<file path="src/rtl/vram_pkg.sv">
// Shared VRAM-copy definitions used by the sync writer and the stream reader.
package vram_pkg;

    typedef enum logic [1:0] {
        IDLE  = 2'd0,
        READ  = 2'd1,
        DRAIN = 2'd2
    } sr_state_t;

    localparam int unsigned SKID_DEPTH = 2;

    // Next word address; the top legal address rolls over to 0.
    function automatic int unsigned addr_inc_wrap(input int unsigned addr,
                                                  input int unsigned max_addr);
        return (addr == max_addr) ? 32'd0 : addr + 32'd1;
    endfunction

endpackage

</file>
<file path="src/rtl/vram_stream_reader_if.sv">
// Control, RAM read port and output stream of the VRAM stream reader, bundled.
interface vram_stream_reader_if #(
    parameter int unsigned DATA_WIDTH = 64,
    parameter int unsigned ADDR_WIDTH = 11
);
    logic                  start;
    logic [ADDR_WIDTH-1:0] start_addr;
    logic [ADDR_WIDTH-1:0] len_m1;
    logic                  busy;
    logic                  done;
    logic                  clr_done;
    logic [ADDR_WIDTH-1:0] rd_addr;
    logic                  rd_en;
    logic [DATA_WIDTH-1:0] rd_data;
    logic [DATA_WIDTH-1:0] out_data;
    logic                  out_valid;
    logic                  out_last;
    logic                  out_ready;

    // The reader drives the RAM port and the stream.
    modport master (
        input  start, start_addr, len_m1, clr_done, rd_data, out_ready,
        output busy, done, rd_addr, rd_en, out_data, out_valid, out_last
    );

    modport slave (
        output start, start_addr, len_m1, clr_done, rd_data, out_ready,
        input  busy, done, rd_addr, rd_en, out_data, out_valid, out_last
    );
endinterface

</file>
<file path="src/rtl/stream_skid_fifo.sv">
// Two-entry FIFO with a registered head; entry 0 is always the head word.
module stream_skid_fifo
    import vram_pkg::*;
#(
    parameter int unsigned WIDTH = 65
) (
    input  logic             clk,
    input  logic             rst_n,
    input  logic             push,
    input  logic [WIDTH-1:0] din,
    input  logic             pop,
    output logic [WIDTH-1:0] dout,
    output logic             full,
    output logic             empty,
    output logic [1:0]       count
);
    logic [WIDTH-1:0] ent0_q, ent0_d;
    logic [WIDTH-1:0] ent1_q, ent1_d;
    logic [1:0]       count_q, count_d;
    logic             push_ok, pop_ok;

    assign full  = (count_q == 2'(SKID_DEPTH));
    assign empty = (count_q == 2'd0);
    assign count = count_q;
    assign dout  = ent0_q;

    always_comb begin
        ent0_d  = ent0_q;
        ent1_d  = ent1_q;
        pop_ok  = pop && !empty;
        push_ok = push && (!full || pop_ok);
        unique case ({push_ok, pop_ok})
            2'b10: begin
                if (count_q == 2'd0) ent0_d = din;
                else                 ent1_d = din;
            end
            2'b01: ent0_d = ent1_q;
            2'b11: begin
                // With one entry the incoming word becomes the new head directly.
                if (count_q == 2'd1) begin
                    ent0_d = din;
                end else begin
                    ent0_d = ent1_q;
                    ent1_d = din;
                end
            end
            default: ;
        endcase
        count_d = count_q + {1'b0, push_ok} - {1'b0, pop_ok};
    end

    always_ff @(posedge clk or negedge rst_n) begin
        if (!rst_n) begin
            ent0_q  <= '0;
            ent1_q  <= '0;
            count_q <= 2'd0;
        end else begin
            ent0_q  <= ent0_d;
            ent1_q  <= ent1_d;
            count_q <= count_d;
        end
    end

endmodule

</file>
<file path="src/rtl/vram_stream_reader.sv">
// Streams a contiguous, wrapping VRAM range from a 1-cycle-latency RAM over valid/ready.
// Reads are throttled so buffered plus in-flight words never exceed the skid FIFO depth.
module vram_stream_reader
    import vram_pkg::*;
#(
    parameter int unsigned DATA_WIDTH = 64,
    parameter int unsigned ADDR_WIDTH = 11,
    parameter int unsigned MAX_ADDR   = 2047
) (
    input  logic                 clk,
    input  logic                 rst_n,
    vram_stream_reader_if.master bus
);
    localparam int unsigned CNT_W = ADDR_WIDTH + 1;

    sr_state_t             state_q, state_d;
    logic [ADDR_WIDTH-1:0] addr_q, addr_d;
    logic [CNT_W-1:0]      issue_rem_q, issue_rem_d;
    logic                  inflight_q, inflight_d;
    logic                  inflight_last_q, inflight_last_d;
    logic                  done_q, done_d;

    logic                  issue;
    logic                  start_acc;
    logic                  finish;
    logic                  pop;
    logic [2:0]            occ;

    logic                  fifo_full;
    logic                  fifo_empty;
    logic [1:0]            fifo_count;
    logic [DATA_WIDTH:0]   fifo_dout;
    logic                  head_last;
    logic [DATA_WIDTH-1:0] head_data;

    assign {head_last, head_data} = fifo_dout;
    assign pop = !fifo_empty && bus.out_ready;
    assign occ = {1'b0, fifo_count} + {2'b00, inflight_q};

    always_comb begin
        state_d         = state_q;
        addr_d          = addr_q;
        issue_rem_d     = issue_rem_q;
        done_d          = done_q;
        issue           = 1'b0;
        start_acc       = 1'b0;
        finish          = 1'b0;

        unique case (state_q)
            IDLE: begin
                if (bus.start) begin
                    start_acc   = 1'b1;
                    addr_d      = (32'(bus.start_addr) > MAX_ADDR) ? '0 : bus.start_addr;
                    issue_rem_d = {1'b0, bus.len_m1} + CNT_W'(1);
                    state_d     = READ;
                end
            end
            READ: begin
                // A word popped this cycle frees its slot in time for the new read.
                if ((occ - {2'b00, pop}) < 3'd2) begin
                    issue       = 1'b1;
                    addr_d      = ADDR_WIDTH'(addr_inc_wrap(32'(addr_q), MAX_ADDR));
                    issue_rem_d = issue_rem_q - CNT_W'(1);
                    if (issue_rem_q == CNT_W'(1)) state_d = DRAIN;
                end
            end
            DRAIN: begin
                if (pop && head_last) begin
                    finish  = 1'b1;
                    state_d = IDLE;
                end
            end
            default: state_d = IDLE;
        endcase

        if (bus.clr_done || start_acc) done_d = 1'b0;
        if (finish)                    done_d = 1'b1;

        inflight_d      = issue;
        inflight_last_d = issue && (issue_rem_q == CNT_W'(1));
    end

    always_ff @(posedge clk or negedge rst_n) begin
        if (!rst_n) begin
            state_q         <= IDLE;
            addr_q          <= '0;
            issue_rem_q     <= '0;
            inflight_q      <= 1'b0;
            inflight_last_q <= 1'b0;
            done_q          <= 1'b0;
        end else begin
            state_q         <= state_d;
            addr_q          <= addr_d;
            issue_rem_q     <= issue_rem_d;
            inflight_q      <= inflight_d;
            inflight_last_q <= inflight_last_d;
            done_q          <= done_d;
        end
    end

    // RAM data lands in the FIFO on the edge after its read was issued.
    stream_skid_fifo #(
        .WIDTH (DATA_WIDTH + 1)
    ) u_fifo (
        .clk   (clk),
        .rst_n (rst_n),
        .push  (inflight_q),
        .din   ({inflight_last_q, bus.rd_data}),
        .pop   (pop),
        .dout  (fifo_dout),
        .full  (fifo_full),
        .empty (fifo_empty),
        .count (fifo_count)
    );

    no_overrun_a: assert property (@(posedge clk) disable iff (!rst_n)
        !(fifo_full && inflight_q && !pop));

    assign bus.busy      = (state_q != IDLE);
    assign bus.done      = done_q;
    assign bus.rd_en     = issue;
    assign bus.rd_addr   = addr_q;
    assign bus.out_valid = !fifo_empty;
    assign bus.out_data  = head_data;
    assign bus.out_last  = head_last && !fifo_empty;

endmodule

</file>
<file path="src/flat_wrapper.sv">
// flat-port wrapper written by rule: the top's interface ports become plain ports
module vram_stream_reader_flat import vram_pkg::*;
#(
    parameter int unsigned DATA_WIDTH = 64,
    parameter int unsigned ADDR_WIDTH = 11,
    parameter int unsigned MAX_ADDR   = 2047
)
  (clk, rst_n, bus_start, bus_start_addr, bus_len_m1, bus_clr_done, bus_rd_data, bus_out_ready, bus_busy, bus_done, bus_rd_addr, bus_rd_en, bus_out_data, bus_out_valid, bus_out_last);
  vram_stream_reader_if #(.DATA_WIDTH(DATA_WIDTH), .ADDR_WIDTH(ADDR_WIDTH)) bus_i ();
  input  logic clk;
  input  logic rst_n;
  input wire logic [$bits(bus_i.start)-1:0] bus_start;
  input wire logic [$bits(bus_i.start_addr)-1:0] bus_start_addr;
  input wire logic [$bits(bus_i.len_m1)-1:0] bus_len_m1;
  input wire logic [$bits(bus_i.clr_done)-1:0] bus_clr_done;
  input wire logic [$bits(bus_i.rd_data)-1:0] bus_rd_data;
  input wire logic [$bits(bus_i.out_ready)-1:0] bus_out_ready;
  output wire logic [$bits(bus_i.busy)-1:0] bus_busy;
  output wire logic [$bits(bus_i.done)-1:0] bus_done;
  output wire logic [$bits(bus_i.rd_addr)-1:0] bus_rd_addr;
  output wire logic [$bits(bus_i.rd_en)-1:0] bus_rd_en;
  output wire logic [$bits(bus_i.out_data)-1:0] bus_out_data;
  output wire logic [$bits(bus_i.out_valid)-1:0] bus_out_valid;
  output wire logic [$bits(bus_i.out_last)-1:0] bus_out_last;
  assign bus_i.start = bus_start;
  assign bus_i.start_addr = bus_start_addr;
  assign bus_i.len_m1 = bus_len_m1;
  assign bus_i.clr_done = bus_clr_done;
  assign bus_i.rd_data = bus_rd_data;
  assign bus_i.out_ready = bus_out_ready;
  assign bus_busy = bus_i.busy;
  assign bus_done = bus_i.done;
  assign bus_rd_addr = bus_i.rd_addr;
  assign bus_rd_en = bus_i.rd_en;
  assign bus_out_data = bus_i.out_data;
  assign bus_out_valid = bus_i.out_valid;
  assign bus_out_last = bus_i.out_last;
  vram_stream_reader #(.DATA_WIDTH(DATA_WIDTH), .ADDR_WIDTH(ADDR_WIDTH), .MAX_ADDR(MAX_ADDR)) u_core (.clk(clk), .rst_n(rst_n), .bus(bus_i));
endmodule
</file>
<file path="config.mk">
export PLATFORM = sky130hd
export DESIGN_NAME = vram_stream_reader_flat
export DESIGN_NICKNAME = d
export VERILOG_FILES = /design/src/rtl/vram_pkg.sv /design/src/rtl/vram_stream_reader_if.sv /design/src/rtl/stream_skid_fifo.sv /design/src/rtl/vram_stream_reader.sv /design/src/flat_wrapper.sv
export SDC_FILE = /design/constraint.sdc
export NUM_CORES = 1
export LEC_CHECK = 0
export CELL_PAD_IN_SITES_DETAIL_PLACEMENT = 2
export CELL_PAD_IN_SITES_GLOBAL_PLACEMENT = 2
export CORE_AREA = 2 2 160 162
export DETAILED_ROUTE_END_ITERATION = 8
export DIE_AREA = 0 0 162 164
export PLACE_DENSITY_LB_ADDON = 0.1
export SLEW_MARGIN = 20
export SYNTH_ARGS = -nofsm -noshare
export SYNTH_HDL_FRONTEND = slang
export SYNTH_SLANG_ARGS = --single-unit
</file>
<file path="constraint.sdc">
create_clock -name clk -period 4.9 [get_ports clk]
set_input_delay 1.47 -clock clk [delete_from_list [all_inputs] [get_ports clk]]
set_output_delay 1.47 -clock clk [all_outputs]
set_load 0.02 [all_outputs]
</file>
==> qor.log <==
[outcome] outcome finished, final reports clean
[final_layout] footprint of the multi-input gates 3330 um^2
[final_layout] number of nets at the end of the flow 935
[die] overall die width 162 um
[worst_setup_path] kind of capture point of the worst setup path primary output
[drt] number of iterations in the first detailed-routing pass 4
[power] leakage power figure 4.30 nW
[timing] final-report hold violation count 0
[synthesis] Syn Nets 838
[worst_setup_path] required time at the endpoint of the critical path 3.43 ns
[timing] RSZ-0062 raised after global routing false
[timing] setup TNS 0 ns
[die] row cnt 58
[clock_network] Post-CTS Hold Fix Bufs 0
[clock_network] maximum count of clock buffers along a single path 2
[clock_network] Root Buffer Master clkbuf_16
[worst_setup_path] delay contributed by the slowest stage of the critical path 0.38 ns
[synthesis] simple-gate portion of the synthesized area 9.02%
[final_layout] leading cell types in the layout, fill and taps excluded 167 x clkdlybuf4s50_1, 160 x dfrtp_1, 77 x nor2_1
[synthesis] Registers, synthesis 160
[timing] final critical-path required period 4.55 ns
[job] tally of max-capacitance violations 0
[synthesis] count of warnings emitted by yosys 0
[grt] antenna violations before repair 1
[timing] Max-Slew Margin vs Limit 33.8%
[synthesis] adder-cell area share of the yosys netlist 1.64%
[final_layout] number of fill cells in the layout 2580
[final_layout] fraction of final layout cells sized beyond drive strength 1 15.8%
[synthesis] xor and xnor area share after synthesis 0.743%
[worst_setup_path] cell with the largest stage delay on the worst path fa_2
[clock_network] number of H-tree levels 4
[grt] global-route wire length before repair 37.8 mm
[synthesis] Synth Cell Area 8090 um^2
[drt] antenna-violating nets left 0
[synthesis] post-synthesis cell count from yosys 737
[final_layout] final std cells w/o fill 1178
[synthesis] distinct lib cells 61
[clock_network] TritonCTS clock tree yes
[synthesis] Main synth FF type dfrtp_1
[worst_hold_path] min-delay worst type flip-flop to flip-flop
[synthesis] and-or/or-and share of the synthesized area 17.6%
[place] worst-case setup slack after placement -0.484 ns
[synthesis] mean cell area of the mapped netlist 11.0 um^2
[place] detailed-placement wirelength estimate 15.8 mm
[drt] detail-routed net length per standard cell 19.7 um
[worst_setup_path] CP Cell Sequence dlymetal6s2s_1 > o21a_1 > ha_1 > nand2b_4 > fa_2 > xnor2_2 > and3_4 > buf_6
[place] number of placed instances, taps included 1144
[die] vertical die size 164 um
[synthesis] yosys stat area 8090 um^2
[power] areal power density over the cells 717 nW/um^2
[job] number of logged tool warnings 30
[synthesis] count of mapped cells out of synthesis 737
[synthesis] number of enable flip-flop cells 0
[timing] Slew Viols, Final 0
[synthesis] largest family of logic cells by area AND-OR/OR-AND gates
[grt] pin count of the biggest net entering global routing 100
[drt] drt drc 0
[synthesis] share of flip-flops with an asynchronous set or reset after synthesis 100%
[synthesis] Yosys top cell area share 49.5%
[worst_setup_path] CP startpoint kind primary input
[worst_setup_path] critical path peak fanout 2
==> area by class of cell <==
class	instances	share of cell area (%)
sequential	160	39.0
multi-input combinational	449	32.5
timing repair buffer	188	18.1
clock buffer	19	4.41
tap	330	4.02
clock inverter	13	1.35
inverter	18	0.658
antenna	1	0.0244
==> worst max-delay path, delay by kind of cell <==
kind	cells	cell delay, ns
adders and majority gates	2	0.67
and+or+nand+nor	2	0.37
xor gates and xnor gates	1	0.19
AOI/OAI and AO/OA	1	0.12
buffers and inverters	2	0.25
==> logic make-up after synthesis <==
logic type,Yosys count
AOI/OAI and AO/OA,218
xor gates and xnor gates,6
adders and majority gates,10
buffers and inverters,128
DFF,160
muxes,65
and+or+nand+nor,150
==> state kept, by name (all words and copies together), names as in the netlist <==
signal / count
u_core.state_q: 2
u_core.u_fifo.count: 2
u_core.bus.done: 1
u_core.bus.rd_addr: 11
u_core.inflight_q: 1
u_core.u_fifo.ent1_q: 65
u_core.inflight_last_q: 1
u_core.u_fifo.dout: 65
u_core.issue_rem_q: 12
==> per-stage QoR <==
stage                     instance area, um^2  util, %  power (W)  hold slack (ns)
after CTS                               10200     41.2    0.00743            0.513
after floorplan                          8090        -    0.00496            0.480
after global placement                   9640     38.9    0.00584            0.488
final                                   10300     41.4    0.00736            0.510
after detailed placement                 9640     38.9    0.00603            0.498
after global routing                    10300     41.3    0.00788            0.522
==> layer usage <==
layer / up-vias / GRT usage, % / part of all wire [%]
met3: 19 / 3.86 / 4.5
met4: 0 / 4.34 / 1.1
met2: 135 / 31.4 / 50
met5: - / 0 / 0
li1: 2778 / - / -
met1: 3149 / 22.9 / 44
==> worst paths after layout <==
| check | slack, ns | endpoint | cells past startpoint | from |
|---|---|---|---|---|
| max | 0.35 | bus_rd_en | 8 | bus_out_ready |
| min | 0.51 | u_core.u_fifo.ent1_q[24] | 1 | u_core.u_fifo.ent1_q[24] |
| max reg2reg | 1.80 | u_core.u_fifo.dout[42] | 8 | u_core.u_fifo.count[1] |
| min reg2reg | 0.51 | u_core.u_fifo.ent1_q[24] | 1 | u_core.u_fifo.ent1_q[24] |
| max in group asynchronous | 2.85 | u_core.u_fifo.ent1_q[35] | 2 | rst_n |
| min in group asynchronous | 1.15 | u_core.u_fifo.dout[50] | 1 | rst_n |
==> synth_stat cells (all sizes together), types with 2 or more instances <==
master	number
dfrtp	160
mux2	65
a2bb2oi	3
a22oi	66
o31ai	3
a21o	2
clkbuf	5
ha	9
o211ai	6
nor3	12
nor2b	3
nand2	15
or4	2
nand4	5
xor2	2
and2	2
a22o	3
o31a	3
nor2	77
buf	105
and3	3
xnor2	4
o22ai	7
nand2b	3
nor4	4
nor3b	2
inv	18
o21a	3
nand3	13
o21ai	24
or2	3
a21oi	78
a32oi	2
a31oi	7
==> where the power goes <==
group / switching, W / leakage (nW) / internal, W
sequential: 0.000512 / 1.88 / 0.00199
combinational: 0.00183 / 2.13 / 0.00170
clock: 0.000627 / 0.293 / 0.000710
==> what timing repair did <==
item / CTS / global route
buffers inserted: 0 / 1
setup endpoints to repair: 1 / 1
resized: 6 / 4
pin swaps: 0 / 4
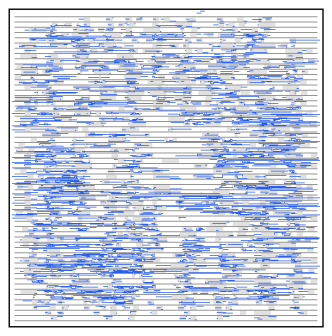
Fig. 1. Metal 1.
Supply wires on this layer in grey.
main direction = horizontal
nets with wire on the layer = 839
share of all routed wire = 44%
Total Routed Length: 23.2 mm
via count: 6081
met1 demand-to-capacity share in global routing: 22.9%

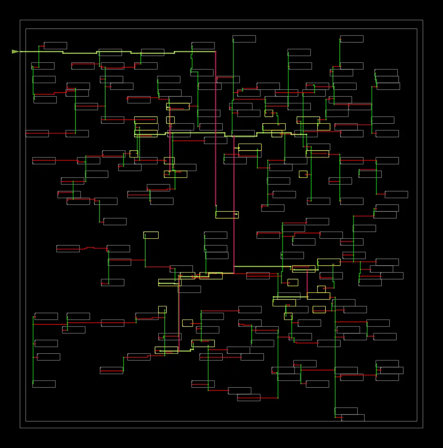
Fig. 2. The clock network.
layout clock buffer count: 19
TritonCTS Sinks: 160
CTS Buf Count: 17
clock network power: 0.00134 W
Layout Skew: 0.0118 ns

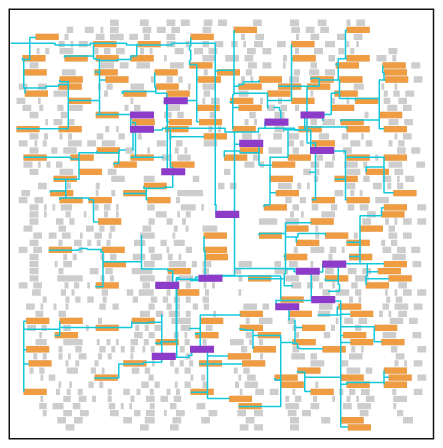
Fig. 3. Routed clock nets over the placement.
cyan -> clock wires  # length 2300 um
orange -> flip-flops  # count 160
purple -> clock drivers  # count 17
routed clock nets = 18
flops lie = spread over the die
worst-skew pair later-pin latency: 0.43 ns
Clk pwr share: 18.2%

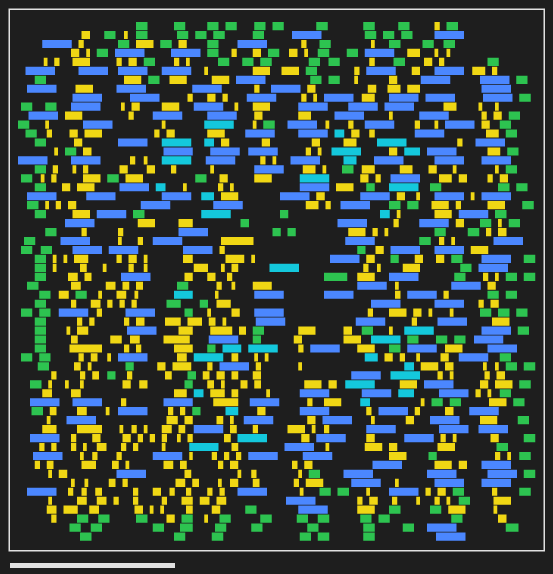
Fig. 4. Placement by cell class.
The bar under the picture is 50 um long.
yellow -> combinational and other logic  # cells 467
cyan -> clock drivers and dummy loads  # cells 32
green -> remaining buffers and delay cells  # cells 188
blue -> sequential cells  # cells 160
core outline area: 24800 um^2
final core area utilization: 41.4%

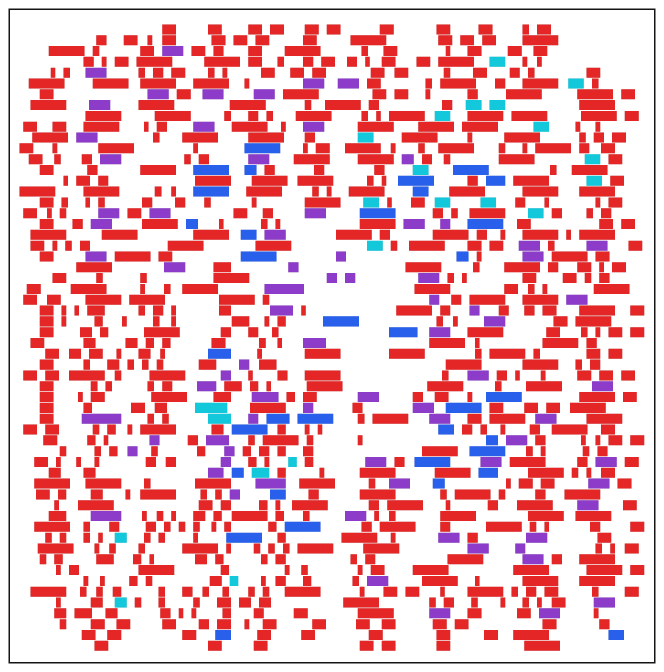
Fig. 5. Cell sizes after repair.
cyan -> _2 cells  # cells 22
blue -> _6 and larger  # cells 34
purple -> _3 and _4 cells  # cells 78
red -> _0 and _1 cells  # cells 713
number of buffers other than clock buffers in the final layout: 188
final setup slack of the worst path: 0.352 ns
area overhead of the layout relative to synthesis: 26.9%
final instance area: 10300 um^2

Power figures rest on the tool's default switching activity, not on a simulated workload.
